## src/rtl/cache_eviction_controller.sv

```systemverilog
`default_nettype none
// ============================================================================
// cache_eviction_controller: hit/miss sequencing for one set, covering victim
// selection, dirty writeback, line fill and allocation.
// Optional policy-wait abort when EVICT_TIMEOUT_EN is defined.  Rev 1.0
// ============================================================================
module cache_eviction_controller #(
  parameter int NUM_WAYS      = 8,
  parameter int EVICT_TIMEOUT = 64
) (
  input  logic                clk,
  input  logic                rst,
  input  logic                req_valid_i,
  input  logic                req_write_i,
  output logic                req_ready_o,
  input  logic [NUM_WAYS-1:0] hit_way_i,
  input  logic [NUM_WAYS-1:0] way_valid_i,
  input  logic [NUM_WAYS-1:0] way_dirty_i,
  input  logic [NUM_WAYS-1:0] eviction_target_i,
  input  logic                eviction_ready_i,
  output logic [NUM_WAYS-1:0] access_way_o,
  output logic [NUM_WAYS-1:0] alloc_way_o,
  output logic                wb_valid_o,
  input  logic                wb_ready_i,
  output logic [NUM_WAYS-1:0] wb_way_o,
  output logic                fill_valid_o,
  input  logic                fill_ready_i,
  input  logic                fill_done_i,
  output logic                resp_valid_o,
  output logic                resp_hit_o,
  output logic                resp_err_o,
  output logic [NUM_WAYS-1:0] resp_way_o
);

  typedef enum logic [2:0] {
    S_IDLE      = 3'd0,
    S_LOOKUP    = 3'd1,
    S_SELECT    = 3'd2,
    S_WRITEBACK = 3'd3,
    S_FILL      = 3'd4,
    S_ALLOC     = 3'd5,
    S_RESP      = 3'd6
  } state_t;

  localparam logic [NUM_WAYS-1:0] c_ONE = NUM_WAYS'(1);

  state_t              state_q;
  logic [NUM_WAYS-1:0] victim_q;
  logic [NUM_WAYS-1:0] access_q;
  logic [NUM_WAYS-1:0] alloc_q;
  logic [NUM_WAYS-1:0] wb_way_q;
  logic [NUM_WAYS-1:0] resp_way_q;
  logic                req_ready_q;
  logic                req_write_q;
  logic                wb_valid_q;
  logic                fill_valid_q;
  logic                fill_hs_q;
  logic                resp_valid_q;
  logic                resp_hit_q;

  // x & -x isolates the lowest set bit, giving lowest-index priority
  logic [NUM_WAYS-1:0] w_hit_low;
  logic [NUM_WAYS-1:0] w_inv;
  logic [NUM_WAYS-1:0] w_inv_low;
  logic [NUM_WAYS-1:0] w_tgt_low;
  logic                w_tgt_dirty;
  logic                w_fill_hs;
  logic                w_fill_ok;
  logic                w_unused_write;

  assign w_hit_low      = hit_way_i & (~hit_way_i + c_ONE);
  assign w_inv          = ~way_valid_i;
  assign w_inv_low      = w_inv & (~w_inv + c_ONE);
  assign w_tgt_low      = eviction_target_i & (~eviction_target_i + c_ONE);
  assign w_tgt_dirty    = |(w_tgt_low & way_dirty_i & way_valid_i);
  assign w_fill_hs      = fill_valid_q & fill_ready_i;
  assign w_fill_ok      = (fill_hs_q | w_fill_hs) & fill_done_i;
  assign w_unused_write = req_write_q;

`ifdef EVICT_TIMEOUT_EN
  localparam int c_CW = $clog2(EVICT_TIMEOUT + 1);
  logic [c_CW-1:0] tmo_q;
  logic            resp_err_q;
  logic            w_tmo_hit;
  assign w_tmo_hit  = (tmo_q == c_CW'(EVICT_TIMEOUT - 1));
  assign resp_err_o = resp_err_q;
`else
  logic w_unused_tmo;
  assign w_unused_tmo = (EVICT_TIMEOUT > 0);
  assign resp_err_o   = 1'b0;
`endif

  always_ff @(posedge clk) begin
    if (rst) begin
      state_q      <= S_IDLE;
      victim_q     <= '0;
      access_q     <= '0;
      alloc_q      <= '0;
      wb_way_q     <= '0;
      resp_way_q   <= '0;
      req_ready_q  <= 1'b1;
      req_write_q  <= 1'b0;
      wb_valid_q   <= 1'b0;
      fill_valid_q <= 1'b0;
      fill_hs_q    <= 1'b0;
      resp_valid_q <= 1'b0;
      resp_hit_q   <= 1'b0;
`ifdef EVICT_TIMEOUT_EN
      tmo_q        <= '0;
      resp_err_q   <= 1'b0;
`endif
    end else begin
      access_q     <= '0;
      alloc_q      <= '0;
      resp_valid_q <= 1'b0;
      case (state_q)
        S_IDLE: begin
          if (req_valid_i) begin
            req_write_q <= req_write_i;
            req_ready_q <= 1'b0;
            state_q     <= S_LOOKUP;
          end
        end
        S_LOOKUP: begin
          if (|hit_way_i) begin
            victim_q     <= w_hit_low;
            access_q     <= w_hit_low;
            resp_valid_q <= 1'b1;
            resp_hit_q   <= 1'b1;
            resp_way_q   <= w_hit_low;
            state_q      <= S_RESP;
          end else begin
`ifdef EVICT_TIMEOUT_EN
            tmo_q        <= '0;
`endif
            state_q      <= S_SELECT;
          end
        end
        S_SELECT: begin
          if (|w_inv) begin
            victim_q     <= w_inv_low;
            fill_valid_q <= 1'b1;
            fill_hs_q    <= 1'b0;
            state_q      <= S_FILL;
          end else if (eviction_ready_i && (|eviction_target_i)) begin
            victim_q <= w_tgt_low;
            if (w_tgt_dirty) begin
              wb_valid_q <= 1'b1;
              wb_way_q   <= w_tgt_low;
              state_q    <= S_WRITEBACK;
            end else begin
              fill_valid_q <= 1'b1;
              fill_hs_q    <= 1'b0;
              state_q      <= S_FILL;
            end
          end
`ifdef EVICT_TIMEOUT_EN
          else if (w_tmo_hit) begin
            resp_valid_q <= 1'b1;
            resp_hit_q   <= 1'b0;
            resp_err_q   <= 1'b1;
            resp_way_q   <= '0;
            state_q      <= S_RESP;
          end else begin
            tmo_q <= tmo_q + c_CW'(1);
          end
`endif
        end
        S_WRITEBACK: begin
          if (wb_ready_i) begin
            wb_valid_q   <= 1'b0;
            wb_way_q     <= '0;
            fill_valid_q <= 1'b1;
            fill_hs_q    <= 1'b0;
            state_q      <= S_FILL;
          end
        end
        S_FILL: begin
          if (w_fill_hs) begin
            fill_valid_q <= 1'b0;
            fill_hs_q    <= 1'b1;
          end
          if (w_fill_ok) begin
            alloc_q   <= victim_q;
            fill_hs_q <= 1'b0;
            state_q   <= S_ALLOC;
          end
        end
        S_ALLOC: begin
          resp_valid_q <= 1'b1;
          resp_hit_q   <= 1'b0;
          resp_way_q   <= victim_q;
          state_q      <= S_RESP;
        end
        S_RESP: begin
          resp_hit_q  <= 1'b0;
          resp_way_q  <= '0;
`ifdef EVICT_TIMEOUT_EN
          resp_err_q  <= 1'b0;
`endif
          req_ready_q <= 1'b1;
          state_q     <= S_IDLE;
        end
        default: begin
          req_ready_q <= 1'b1;
          state_q     <= S_IDLE;
        end
      endcase
    end
  end

  assign req_ready_o  = req_ready_q;
  assign access_way_o = access_q;
  assign alloc_way_o  = alloc_q;
  assign wb_valid_o   = wb_valid_q;
  assign wb_way_o     = wb_way_q;
  assign fill_valid_o = fill_valid_q;
  assign resp_valid_o = resp_valid_q;
  assign resp_hit_o   = resp_hit_q;
  assign resp_way_o   = resp_way_q;

endmodule
`default_nettype wire

```

## config.mk

```make
export PLATFORM = sky130hd
export DESIGN_NAME = cache_eviction_controller
export DESIGN_NICKNAME = d
export VERILOG_FILES = /design/src/rtl/cache_eviction_controller.sv
export SDC_FILE = /design/constraint.sdc
export NUM_CORES = 1
export LEC_CHECK = 0
export CAP_MARGIN = 20
export CORE_MARGIN = 1
export CORE_UTILIZATION = 42
export CTS_CLUSTER_DIAMETER = 50
export DETAILED_ROUTE_END_ITERATION = 12
export GPL_ROUTABILITY_DRIVEN = 1
export PLACE_DENSITY = 0.76
export RECOVER_POWER = 50
export SLEW_MARGIN = 0
export SYNTH_ARGS = -nofsm -noshare
export SYNTH_HDL_FRONTEND = slang
export SYNTH_SLANG_ARGS = --single-unit
```

## constraint.sdc

```tcl
create_clock -name clk -period 2 [get_ports clk]
set_clock_uncertainty 0.1 [all_clocks]
set_input_delay 0.3 -clock clk [delete_from_list [all_inputs] [get_ports clk]]
set_output_delay 0.3 -clock clk [all_outputs]
set_load 0.03 [all_outputs]
```

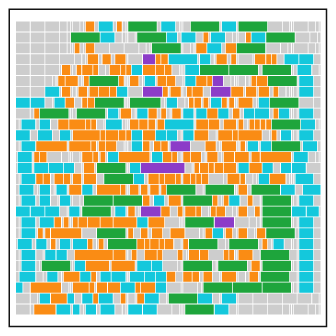
(images/placement_by_type.png)
Drawn at 4 px/um. Fill, decap, tap and diode cells in grey.
Purple marks clock drivers and dummy loads, cells 8, share of their area 3.0%. Cyan marks remaining buffers and delay cells, cells 141, share of their area 33%. Green marks sequential cells, cells 49, share of their area 25%. Orange marks combinational and other logic, cells 231, share of their area 39%.

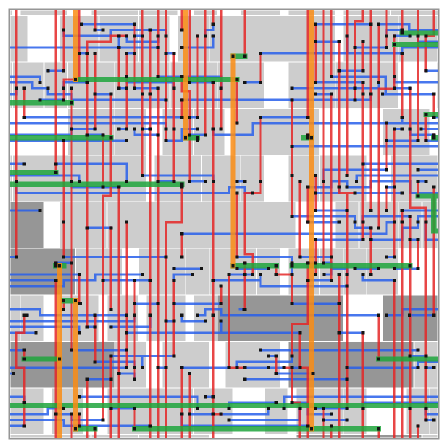
(images/detail.png)
Window x 27 to 52, y 27 to 52 um. Cells in grey, sequential cells in the stronger grey; small squares are vias.
Red marks metal 2. Orange marks metal 4. Green marks metal 3. Blue marks metal 1.
63 logic cells have their middle in the window. Netlist names of flops here include victim_q (2), wb_way_o (2). Most frequent: buf_4 (10), nor2_1 (7), nand2_1 (5). Sequential cells in the window: 4.

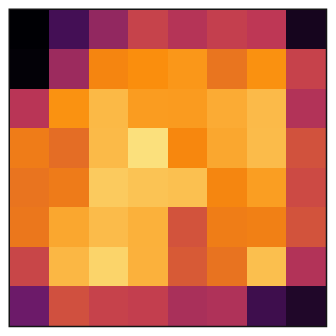
(images/cell_density.png)
Drawn at 4 px/um. The die is cut into 8 by 8 equal tiles; black is low, pale yellow is high, 0 to 100% covered.
38% of the tiles are over 75% full. The fullest tile reaches 93%. The emptiest ninth of the die: north-west. 3.1% of the tiles are nearly empty.

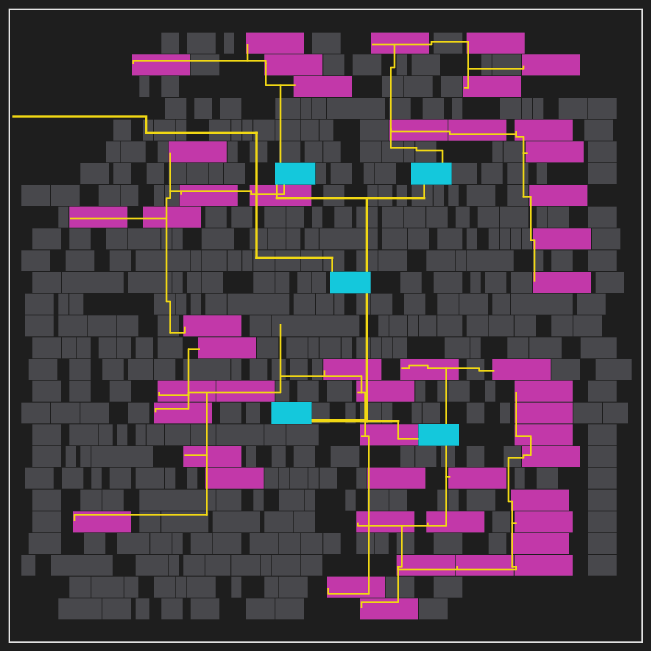
(images/clk_routes.png)
Drawn at 8 px/um.
Magenta marks flip-flops, count 49. Yellow marks clock wires, length 548 um. Cyan marks clock drivers, count 5.
There are 6 routed clock nets.

==> run_summary.xml <==
<?xml version="1.0" encoding="UTF-8"?>
<metrics>
  <group name="clock_network">
    <metric name="cts.sinks" unit="">49</metric>
    <metric name="cts_tree" unit="">yes</metric>
    <metric name="clk-insertion-delay-late" unit="ns">0.31</metric>
    <metric name="ctsHtreeMaxLevel" unit="">2</metric>
  </group>
  <group name="setup_path">
    <metric name="crit_arrival" unit="ns">2.06</metric>
    <metric name="setup.worst_path.end_class" unit="">register</metric>
    <metric name="worstPathMaxFanout" unit="">5</metric>
    <metric name="reg2reg_to" unit="">state_q[2]$_SDFFE_PP0P_</metric>
    <metric name="timing.setup.critical_path_class" unit="">primary input to register</metric>
    <metric name="reg2regPathDepth" unit="">6</metric>
    <metric name="critPathBufInv" unit="">1</metric>
  </group>
  <group name="finish">
    <metric name="inverters" unit="">16</metric>
    <metric name="finalCoreUtilization" unit="">0.7093</metric>
    <metric name="clock_buffers" unit="">5</metric>
    <metric name="layout.clock.cell_area_share" unit="">0.02894</metric>
    <metric name="fillers" unit="">458</metric>
  </group>
  <group name="synth">
    <metric name="ys_async_sr_fraction" unit="">0</metric>
    <metric name="simple_gate_area_share_of_the_yosys_netlist" unit="">0.2838</metric>
    <metric name="yosys-mux-area-fraction" unit="">0.01208</metric>
    <metric name="yosys_most_used_dff" unit="">sky130_fd_sc_hd__dfxtp_1</metric>
    <metric name="post_synth_adder_cell_area" unit="">0</metric>
    <metric name="synth.yosys.seq_area_share" unit="">0.3946</metric>
    <metric name="ys_chip_area" unit="um2">2486</metric>
  </group>
  <group name="power">
    <metric name="cellInternalPower" unit="W">0.002413</metric>
    <metric name="power.clock.fraction" unit="">0.181</metric>
    <metric name="power.combinational.fraction" unit="">0.471</metric>
    <metric name="seq_power_share" unit="">0.348</metric>
  </group>
  <group name="detailed_routing">
    <metric name="first_pass_iters" unit="">4</metric>
    <metric name="routed-via-count" unit="">2766</metric>
    <metric name="drc" unit="">0</metric>
  </group>
  <group name="worst_hold_path">
    <metric name="hp-class" unit="">primary input to register</metric>
    <metric name="hold_path_end" unit="">wb_way_o[1]$_SDFFE_PP0P_</metric>
  </group>
  <group name="run">
    <metric name="cap_viol_max_count" unit="">0</metric>
    <metric name="stage_log_warnings" unit="">27</metric>
  </group>
  <group name="floorplanning">
    <metric name="die-area" unit="um2">6231</metric>
    <metric name="top_level_ports" unit="">78</metric>
    <metric name="placementRows" unit="">27</metric>
    <metric name="fp.coreArea" unit="um2">5608</metric>
    <metric name="initial_utilization" unit="">0.4433</metric>
  </group>
  <group name="grt">
    <metric name="groute.layer.met2.usage" unit="">0.4487</metric>
    <metric name="grt_start_max_net_pins" unit="">17</metric>
    <metric name="grt_pass1_vias" unit="">2694</metric>
    <metric name="global_route.usage.total" unit="">0.2553</metric>
  </group>
  <group name="sta">
    <metric name="report.final.setup_viol" unit="">0</metric>
  </group>
  <group name="place">
    <metric name="detailedPlacementHpwl" unit="um">5795</metric>
    <metric name="dp.cells" unit="">490</metric>
  </group>
  <group name="outcome">
    <metric name="run_status" unit="">finished, final reports clean</metric>
  </group>
</metrics>
Yosys cell counts, drive strengths merged (4+ instances only):
cell type / number / area share
a211oi: 14 / 0.042
a21oi: 9 / 0.018
a22oi: 4 / 0.012
a311oi: 4 / 0.019
a31oi: 8 / 0.026
a32o: 4 / 0.016
and2: 8 / 0.020
buf: 4 / 0.0091
clkbuf: 13 / 0.020
dfxtp: 49 / 0.39
inv: 16 / 0.024
nand2: 25 / 0.038
nand2b: 5 / 0.013
nand3: 11 / 0.022
nand3b: 4 / 0.012
nor2: 42 / 0.063
nor2b: 9 / 0.023
o21ai: 11 / 0.022
o32ai: 8 / 0.028
or4: 4 / 0.014
per-stage QoR:
stage	instance area (um2)	setup slack [ns]	power [W]	hold WS, ns	setup TNS, ns
after CTS	3929	0.001721	0.003976	0.4005	0
after detailed placement	3761	-0.5231	0.003253	0.3726	-11.91
after global routing	3978	-0.01518	0.004203	0.3509	-0.03847
after global placement	3761	-0.4613	0.003201	0.3632	-10.57
after floorplan	2486	0.07223	0.002450	0.3138	0
final	3978	0.03584	0.003973	0.3135	0
power by group through the flow:
stage	clock, W	combinational [W]	sequential, W
final	0.000719	0.00187	0.00138
after global routing	0.000767	0.00202	0.00142
after CTS	0.000727	0.00187	0.00138
after detailed placement	0	0.00185	0.00140
after global placement	0	0.00181	0.00139
after floorplan	0	0.000903	0.00155
timing repair:
action                                  in CTS  in global routing
gates resized                               13                 20
pin swaps                                    8                 10
endpoints found under the setup margin      19                 22
cloned                                       1                  0
hold endpoints to repair                     0                  0
setup buffers                                0                  2
flip-flops by register name (all words and copies together) (netlist names), 3 cells and up:
register,cells
access_way_o,8
victim_q,8
state_q,3
alloc_way_o,8
wb_way_o,8
resp_way_o,8
Power is estimated from default activity; no workload was simulated.
